==> src/rtl/soundgen_poly.sv <==
// soundgen_poly: frame-ticked wavetable voice + drum stereo mixer with pan and saturation
module soundgen_poly #(
    parameter int NUM_VOICES = 8,
    parameter int NUM_DRUMS  = 2,
    parameter int SAMPLE_W   = 18,
    parameter int ADDR_W     = 10,
    parameter int ENV_W      = 18,
    parameter int DRUM_W     = 16,
    localparam int IW = (NUM_VOICES > 1) ? $clog2(NUM_VOICES) : 1,
    localparam int DN = (NUM_DRUMS > 0) ? NUM_DRUMS : 1
) (
    input  logic                 clk,
    input  logic                 rst_n,
    input  logic                 tick48k,
    output logic                 voice_req,
    output logic [IW-1:0]        voice_idx,
    input  logic                 voice_ack,
    input  logic                 voice_active,
    input  logic [ADDR_W-1:0]    voice_addr,
    input  logic [ENV_W-1:0]     voice_env,
    input  logic [4:0]           voice_pan,
    output logic                 wt_en,
    output logic [ADDR_W-1:0]    wt_addr,
    input  logic [SAMPLE_W-1:0]  wt_data,
    input  logic [DN*DRUM_W-1:0] drum_sample,
    input  logic [DN-1:0]        drum_valid,
    output logic [SAMPLE_W-1:0]  sound_l,
    output logic [SAMPLE_W-1:0]  sound_r,
    output logic                 sound_valid,
    output logic                 busy,
    output logic                 overrun
);
    localparam int AW = SAMPLE_W + $clog2(NUM_VOICES + NUM_DRUMS) + 1;
    localparam int PW = SAMPLE_W + 1;
    localparam logic [SAMPLE_W-1:0] MID = {1'b1, {(SAMPLE_W-1){1'b0}}};
    localparam logic signed [AW-1:0] MAXV = {{(AW-SAMPLE_W+1){1'b0}}, {(SAMPLE_W-1){1'b1}}};
    localparam logic signed [AW-1:0] MINV = ~MAXV;

    typedef enum logic [2:0] {IDLE, REQ, READ, MUL, ACC, DRUM, DONE} state_t;

    state_t                       state_q, state_d;
    logic [IW-1:0]                idx_q;
    logic [ADDR_W-1:0]            addr_q;
    logic [ENV_W-1:0]             env_q;
    logic [4:0]                   pan_q;
    logic signed [PW-1:0]         p_q, p_d;
    logic signed [AW-1:0]         acc_l_q, acc_r_q, cl, cr, drum_sum, sat_l, sat_r;
    logic [DN*DRUM_W-1:0]         drum_q;
    logic [DN-1:0]                dvalid_q;
    logic [SAMPLE_W-1:0]          sound_l_q, sound_r_q;
    logic                         sound_valid_q, overrun_q, last;
    logic signed [SAMPLE_W-1:0]   s, dv;
    logic signed [SAMPLE_W+ENV_W:0] prod;
    logic signed [PW+5:0]         ml, mr;
    logic [DRUM_W-1:0]            raw;

    assign last        = idx_q == IW'(NUM_VOICES - 1);
    assign voice_req   = state_q == REQ;
    assign wt_en       = state_q == READ;
    assign busy        = state_q != IDLE;
    assign voice_idx   = idx_q;
    assign wt_addr     = addr_q;
    assign sound_l     = sound_l_q;
    assign sound_r     = sound_r_q;
    assign sound_valid = sound_valid_q;
    assign overrun     = overrun_q;

    // voice scaling, panning, drum summation and output saturation
    always_comb begin
        s        = {~wt_data[SAMPLE_W-1], wt_data[SAMPLE_W-2:0]};
        prod     = s * $signed({1'b0, env_q});
        p_d      = PW'(prod >>> ENV_W);
        ml       = p_q * $signed({1'b0, 5'd16 - pan_q});
        mr       = p_q * $signed({1'b0, pan_q});
        cl       = AW'(ml >>> 4);
        cr       = AW'(mr >>> 4);
        drum_sum = '0;
        raw      = '0;
        dv       = '0;
        for (int i = 0; i < DN; i++) begin
            raw = drum_q[i*DRUM_W +: DRUM_W] ^ (DRUM_W'(1) << (DRUM_W - 1));
            dv  = SAMPLE_W'(raw) << (SAMPLE_W - DRUM_W);
            if (NUM_DRUMS > 0 && dvalid_q[i]) drum_sum = drum_sum + AW'(dv);
        end
        sat_l = acc_l_q > MAXV ? MAXV : (acc_l_q < MINV ? MINV : acc_l_q);
        sat_r = acc_r_q > MAXV ? MAXV : (acc_r_q < MINV ? MINV : acc_r_q);
    end

    // frame sequencing
    always_comb begin
        state_d = state_q;
        case (state_q)
            IDLE: state_d = tick48k ? REQ : IDLE;
            REQ:  if (voice_ack) state_d = voice_active ? READ : (last ? DRUM : REQ);
            READ: state_d = MUL;
            MUL:  state_d = ACC;
            ACC:  state_d = last ? DRUM : REQ;
            DRUM: state_d = DONE;
            DONE: state_d = IDLE;
            default: state_d = IDLE;
        endcase
    end

    // state register
    always_ff @(posedge clk or negedge rst_n) begin
        if (!rst_n) state_q <= IDLE;
        else        state_q <= state_d;
    end

    // datapath registers: voice parameters, accumulators and published output
    always_ff @(posedge clk or negedge rst_n) begin
        if (!rst_n) begin
            idx_q         <= '0;
            addr_q        <= '0;
            env_q         <= '0;
            pan_q         <= '0;
            p_q           <= '0;
            acc_l_q       <= '0;
            acc_r_q       <= '0;
            drum_q        <= '0;
            dvalid_q      <= '0;
            sound_l_q     <= MID;
            sound_r_q     <= MID;
            sound_valid_q <= 1'b0;
            overrun_q     <= 1'b0;
        end else begin
            sound_valid_q <= 1'b0;
            overrun_q     <= tick48k && state_q != IDLE;
            case (state_q)
                IDLE: if (tick48k) begin
                    acc_l_q  <= '0;
                    acc_r_q  <= '0;
                    drum_q   <= drum_sample;
                    dvalid_q <= drum_valid;
                    idx_q    <= '0;
                end
                REQ: if (voice_ack) begin
                    addr_q <= voice_addr;
                    env_q  <= voice_env;
                    pan_q  <= voice_pan > 5'd16 ? 5'd16 : voice_pan;
                    if (!voice_active) idx_q <= idx_q + 1'b1;
                end
                MUL: p_q <= p_d;
                ACC: begin
                    acc_l_q <= acc_l_q + cl;
                    acc_r_q <= acc_r_q + cr;
                    idx_q   <= idx_q + 1'b1;
                end
                DRUM: begin
                    acc_l_q <= acc_l_q + drum_sum;
                    acc_r_q <= acc_r_q + drum_sum;
                end
                DONE: begin
                    sound_l_q     <= sat_l[SAMPLE_W-1:0] ^ MID;
                    sound_r_q     <= sat_r[SAMPLE_W-1:0] ^ MID;
                    sound_valid_q <= 1'b1;
                end
                default: ;
            endcase
        end
    end
endmodule

==> config.mk <==
export PLATFORM = sky130hd
export DESIGN_NAME = soundgen_poly
export DESIGN_NICKNAME = d
export VERILOG_FILES = /design/src/rtl/soundgen_poly.sv
export SDC_FILE = /design/constraint.sdc
export NUM_CORES = 2
export LEC_CHECK = 0
export CAP_MARGIN = 20
export CORE_AREA = 2 2 205 227
export CTS_BUF_LIST = sky130_fd_sc_hd__clkbuf_16
export DETAILED_ROUTE_END_ITERATION = 12
export DIE_AREA = 0 0 207 229
export PLACE_DENSITY = 0.88
export SETUP_SLACK_MARGIN = 0.02
export SLEW_MARGIN = 20
export SYNTH_ARGS = -nofsm -noshare
export SYNTH_HDL_FRONTEND = slang
export SYNTH_SLANG_ARGS = --single-unit
==> constraint.sdc <==
create_clock -name clk -period 17.4 [get_ports clk]
set_input_delay 1.74 -clock clk [delete_from_list [all_inputs] [get_ports clk]]
set_output_delay 1.74 -clock clk [all_outputs]
set_load 0.01 [all_outputs]
==> impl_metrics.py <==
# Synthesis and PnR figures
metrics = {
    "final_layout": {
        "n_all_inverters": 468,
        "final-clk-cell-share_pct": 1.91,
        "clockBufferCount": 17,
        "ff_count": 176,
        "comb_cells": 2259,
    },
    "final_timing": {
        "worst_slack_ns": 8.95,
        "hold_violations": 0,
        "fin_crit_sh_pct": 48.6,
        "setup-tns-final_ns": 0,
    },
    "setup_path": {
        "critPathMaxFanout": 18,
        "worstPathArrival_ns": 8.77,
        "r2r_end": "acc_l_q[22]",
        "crit_path_end_kind": "register",
        "endpoint": "p_q[11]",
    },
    "yosys": {
        "edf_count": 0,
        "ys_cells": 3033,
        "synthesis.area_um2": 26900,
    },
    "worst_hold_path": {
        "holdPathStages": 2,
    },
    "route": {
        "dr.pass1.iters": 5,
        "post_drt_via_cell_ratio": 5.64,
    },
    "cts": {
        "cts_tree": "built",
        "cts_hold_buf": 0,
    },
    "die": {
        "core-area_um2": 45100,
        "initCoreUtil_pct": 59.5,
        "ioPinCount": 144,
    },
    "status": {
        "status": "completed",
    },
    "global_route": {
        "antenna_found_initial": 0,
        "grt_pass1_vias": 21900,
        "overflow": 0,
    },
    "placed_design": {
        "dpl.hpwl_mm": 49.6,
    },
}
## cells in the final DEF, fill, tap and decap left out, drive strengths merged, types with 5 or more instances in the layout
cell / Yosys / final
inv: 468 / 476
o21bai: 10 / 10
clkbuf: 125 / 18
o211ai: 7 / 7
mux2i: 11 / 11
nor2: 89 / 89
or3: 7 / 7
nand2b: 12 / 12
nor3: 21 / 21
a22o: 6 / 6
clkdlybuf4s50: 0 / 142
a211oi: 21 / 21
buf: 5 / 20
a2111oi: 7 / 7
mux2: 36 / 36
o21ai: 145 / 145
dfrtp: 174 / 174
xnor2: 75 / 75
nand2: 445 / 445
ha: 279 / 279
nor2b: 36 / 36
or2: 18 / 18
and3: 16 / 16
o31ai: 14 / 14
xor2: 36 / 36
a21o: 77 / 77
a31oi: 15 / 15
nand3: 26 / 26
a21oi: 125 / 125
and2: 279 / 279
nand4: 9 / 9
nand3b: 5 / 5
fa: 374 / 374
o21a: 13 / 13
## stage by stage
stage          utilization [%]  area (um2)  std cells
2_1_floorplan                -       26900       3033
3_3_place_gp              63.6       28700       3653
3_5_place_dp              63.6       28700       3653
4_1_cts                   64.8       29300       3685
5_1_grt                   64.9       29300       3686
6_report                  64.9       29300       3686
## cell families (layout without fill, tap and decap cells)
family / after synthesis / count (layout) / share of synthesized area [%]
muxes: 47 / 47 / 1.92
xor gates and xnor gates: 111 / 111 / 3.62
and+or+nand+nor: 973 / 973 / 17.6
AOI/OAI and AO/OA: 475 / 475 / 11.3
buffers and inverters: 598 / 663 / 8.36
DFF: 176 / 176 / 16.4
adders and majority gates: 653 / 653 / 40.9
## routing by layer
metal / global-route usage [%] / routed length, um
met2: 45.9 / 30100
met1: 34.1 / 25100
met4: 11.9 / 2650
met3: 4.18 / 3680
met5: 0 / 0
Fig. 1: signal metal coverage by tile
(1.5 px per um) 21 x 23 tiles, from dark blue (low) to red (high), scaled to the fullest tile. Values are wire area over tile area, all layers added.
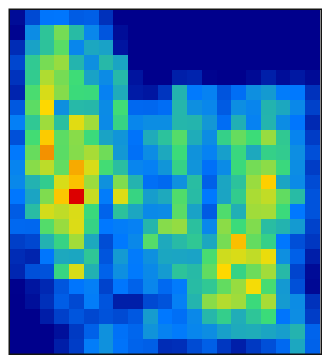
emptiest ninth of the die: north-east
mean over tiles: 0.21
nearly empty tiles: 14%
DR WL/cell: 16.7 um
via count: 20,800
Tot GR Track Use: 27.0%
WL final: 61.5 mm

Fig. 2: wiring by layer
(1.5 px per um) Two of the layers only.
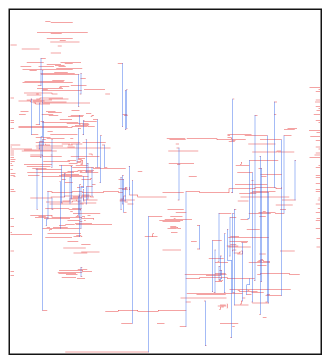
legend:
  met3:
    color: red
    wire_length: 3,680 um
  met4:
    color: blue
    wire_length: 2,650 um

